==> src/rtl/twiddle_mul_sched.sv <==
// twiddle_mul_sched
// Time-shares one external DW x TW fixed-point real multiplier between two
// butterfly lanes to perform complex twiddle multiplication y = x * w.
// A round-robin arbiter grants one lane at a time. The granted operands are
// latched, and the four real products are sequenced through the multiplier
// port one per cycle. The products are combined into a saturated complex
// result, and that result is returned tagged with the lane id.
//
// Ports:
//   clk, rst               clock, asynchronous active-high reset
//   req_valid / req_ready  per-lane request handshake (ready is one-hot or zero)
//   x_re*/x_im*            per-lane data operand (DW bits, two's complement)
//   w_re*/w_im*            per-lane twiddle (TW bits, 7 fractional bits)
//   mul_a, mul_b, mul_p    shared multiplier operands and combinational product
//   out_valid/out_ready    result handshake
//   out_id, y_re, y_im     issuing lane and saturated complex result
//   busy                   high whenever the sequencer is not idle
module twiddle_mul_sched #(
  parameter int DW = 17,
  parameter int TW = 8
) (
  input  logic                 clk,
  input  logic                 rst,
  input  logic [1:0]           req_valid,
  output logic [1:0]           req_ready,
  input  logic signed [DW-1:0] x_re0,
  input  logic signed [DW-1:0] x_im0,
  input  logic signed [DW-1:0] x_re1,
  input  logic signed [DW-1:0] x_im1,
  input  logic signed [TW-1:0] w_re0,
  input  logic signed [TW-1:0] w_im0,
  input  logic signed [TW-1:0] w_re1,
  input  logic signed [TW-1:0] w_im1,
  output logic signed [DW-1:0] mul_a,
  output logic signed [TW-1:0] mul_b,
  input  logic signed [DW-1:0] mul_p,
  output logic                 out_valid,
  input  logic                 out_ready,
  output logic                 out_id,
  output logic signed [DW-1:0] y_re,
  output logic signed [DW-1:0] y_im,
  output logic                 busy
);

  typedef enum logic [2:0] {IDLE, AC, BD, AD, BC, OUT} state_t;

  state_t               state;
  logic                 last;
  logic                 id;
  logic signed [DW-1:0] x_re_q, x_im_q;
  logic signed [TW-1:0] w_re_q, w_im_q;
  logic signed [DW-1:0] p_ac, p_bd, p_ad;
  logic                 grant;
  logic [1:0]           ready_c;
  logic signed [DW:0]   diff, sum;

  // Clamp a DW+1 bit value into DW bits. Overflow shows up as the top two
  // bits disagreeing, and the top bit then gives the direction.
  function automatic logic signed [DW-1:0] sat(input logic signed [DW:0] v);
    if (v[DW] != v[DW-1])
      return v[DW] ? {1'b1, {(DW-1){1'b0}}} : {1'b0, {(DW-1){1'b1}}};
    else
      return v[DW-1:0];
  endfunction

  // Round-robin arbitration. On a tie the lane not served last wins, so
  // last resetting to 1 lets lane 0 win the first tie.
  always_comb begin
    // NOTE: every always_comb output gets a default first so no path
    // leaves it unassigned, which would infer a latch.
    grant   = 1'b0;
    ready_c = 2'b00;
    if (req_valid == 2'b11) grant = ~last;
    else                    grant = req_valid[1];
    // Held low during reset so a waiting requester cannot see a grant.
    if (state == IDLE && !rst && req_valid != 2'b00) ready_c[grant] = 1'b1;
  end

  assign req_ready = ready_c;

  // One operand pair per product state, and zero everywhere else.
  always_comb begin
    mul_a = '0;
    mul_b = '0;
    case (state)
      AC:      begin mul_a = x_re_q; mul_b = w_re_q; end
      BD:      begin mul_a = x_im_q; mul_b = w_im_q; end
      AD:      begin mul_a = x_re_q; mul_b = w_im_q; end
      BC:      begin mul_a = x_im_q; mul_b = w_re_q; end
      default: begin mul_a = '0;     mul_b = '0;     end
    endcase
  end

  // Both combinations are formed at DW+1 bits. In BC the last product p_bc
  // is still on mul_p and has not been registered yet.
  assign diff = {p_ac[DW-1], p_ac} - {p_bd[DW-1], p_bd};
  assign sum  = {p_ad[DW-1], p_ad} + {mul_p[DW-1], mul_p};

  assign out_valid = (state == OUT);
  assign busy      = (state != IDLE);

  always_ff @(posedge clk or posedge rst) begin
    if (rst) begin
      state  <= IDLE;
      last   <= 1'b1;
      id     <= 1'b0;
      x_re_q <= '0;
      x_im_q <= '0;
      w_re_q <= '0;
      w_im_q <= '0;
      p_ac   <= '0;
      p_bd   <= '0;
      p_ad   <= '0;
      y_re   <= '0;
      y_im   <= '0;
      out_id <= 1'b0;
    end else begin
      // NOTE: sequential state uses non-blocking assignments. Every register
      // then updates from values sampled at the same edge.
      case (state)
        IDLE: begin
          if (|(req_valid & ready_c)) begin
            x_re_q <= grant ? x_re1 : x_re0;
            x_im_q <= grant ? x_im1 : x_im0;
            w_re_q <= grant ? w_re1 : w_re0;
            w_im_q <= grant ? w_im1 : w_im0;
            id     <= grant;
            last   <= grant;
            state  <= AC;
          end
        end
        AC: begin p_ac <= mul_p; state <= BD; end
        BD: begin p_bd <= mul_p; state <= AD; end
        AD: begin p_ad <= mul_p; state <= BC; end
        BC: begin
          y_re   <= sat(diff);
          y_im   <= sat(sum);
          out_id <= id;
          state  <= OUT;
        end
        OUT:     if (out_ready) state <= IDLE;
        default: state <= IDLE;
      endcase
    end
  end

endmodule

==> config.mk <==
export PLATFORM = sky130hd
export DESIGN_NAME = twiddle_mul_sched
export DESIGN_NICKNAME = d
export VERILOG_FILES = /design/src/rtl/twiddle_mul_sched.sv
export SDC_FILE = /design/constraint.sdc
export NUM_CORES = 1
export LEC_CHECK = 0
export CORE_ASPECT_RATIO = 0.9
export CORE_UTILIZATION = 35
export CTS_CLUSTER_SIZE = 24
export DETAILED_ROUTE_END_ITERATION = 8
export MAX_ROUTING_LAYER = met4
export SLEW_MARGIN = 40
export SYNTH_ARGS = -nofsm -noshare
export SYNTH_HDL_FRONTEND = slang
export SYNTH_SLANG_ARGS = --single-unit
==> constraint.sdc <==
create_clock -name clk -period 10.6 [get_ports clk]
set_clock_uncertainty 0.15 [all_clocks]
set_input_delay 1.06 -clock clk [delete_from_list [all_inputs] [get_ports clk]]
set_output_delay 1.06 -clock clk [all_outputs]
set_load 0.1 [all_outputs]
Fig. 1: the clock network
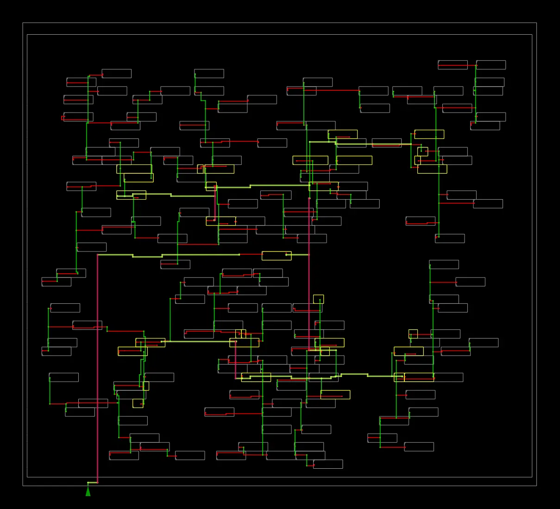
flop count: 141
clk_buf instances: 18
clock latency of the later-clocked register in the worst-skew pair: 0.42 ns
clock sinks: 141
number of buffers added by the clock tree synthesis step: 17

Fig. 2: routed metal per tile
Drawn at 2 px/µm. 32 x 29 tiles, from black (low) to pale yellow (high), scaled to the fullest tile. Values are wire area over tile area, all layers added.
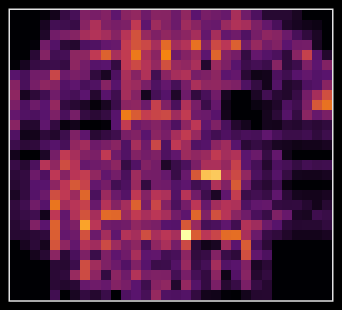
fullest tile: 0.51
tiles over half the peak: 8.7%
mean over tiles: 0.13
emptiest ninth of the die: lower right
nearly empty tiles: 11%
Total Routed Length: 20100 µm
global-route usage over all layers: 0.184
Routed WL per cell: 15.6 µm
total vias in the final route: 6324

==> notes.org <==
#+TITLE: Synthesis and PnR summary

** Timing
- Per the finish-stage timing summary, setup violations number 0.
- Max-slew violation count :: 0
- The worst path in the final design needs a cycle of 4.58 ns, including I/O delays and setup.
- Worst setup slack after layout :: 6.02 ns
- For reference, the final report shows the hold violation count at 0.

** Finish
- The finished layout holds 1289 standard cells, fillers aside.
- For this run, the share of the core covered by cells in the final layout is 0.472.
- Measured on the final layout, the clock distribution area share stands at 0.0578.
- The class occupying the most area after layout is reported as combinational gates.
- Number of multi-input logic gates :: 607
- Leaving out buffers and inverters, the combinational logic in the layout accounts for 0.00416 mm².
- From synthesis to final layout, the design area changed by 29.9%.

** Synth
- In this run, synthesis inferred 0 flip-flops with an integrated enable.
- Total of warnings raised by yosys :: 0
- Dominant synthesized flop cell :: dfrtp_1
- Distinct cells, synth :: 65
- Compound Share, Synth :: 0.181
- Dominant cell by count in the synthesized netlist :: dfrtp_1
- After synthesis the cells add up to 0.00797 mm².
- Number of instances in the synthesized netlist :: 819
- Of the post-synthesis cell area, the dominant cell type holds 0.440.
- Synth cell count leaders :: dfrtp_1, nand2_1, o21ai_0

** Worst hold path
- Cell count of the worst hold path :: 2
- The startpoint identified for the worst hold timing path is out_id.
- Sink of the worst hold path :: out_id
- According to the hold report, the worst path is of the reg -> reg type.

** Critical path
- Category of the critical setup timing path :: in -> out
- At the worst endpoint, the required time is 9.39 ns.
- For this run, the slowest stage of the critical path takes 0.47 ns.
- Worst setup path startpoint :: rst
- Largest driver fanout on the critical path :: 103
- Worst path slowest cell :: clkdlybuf4s50_1
- The startpoint identified for the worst register-to-register timing path is p_ac[13].
- The signal on the critical path passes through clkdlybuf4s50_1 -> inv_6 -> o21ai_0 -> or2_2 -> buf_6 -> nor2_1 -> buf_2.

** Route
- Iteration-0 DRC Markers :: 326
- Pre-Repair DR Iteration Count :: 4
- Routed length on met2 :: 9220 µm
- The routed wirelength on the met1 layer is recorded as 10100 µm.
- In the routed design, unresolved DRC markers number 0.

** Placed design
- The detailed placer reported the number of placed instances as 1257.
- Note, the detailed placer reported a final HPWL of 14900 µm.

** Clocking
- Clock tree from TritonCTS :: built
- The cell sitting at the root of the clock tree is a clkbuf_16.
- Hold repair after CTS inserted 0 buffers.

** Global route
- Entering global routing, the biggest net connects 104 pins.
- Met1 track utilization from global routing :: 0.256
- The number of antenna violations at the first check in global routing was 0.
- Met3 demand-to-capacity share in global routing :: 0.0354
- Global-route met2 utilization :: 0.274

** Outcome
- Run status :: completed

** Floorplanning
- Horiz. Die Dim :: 161 µm
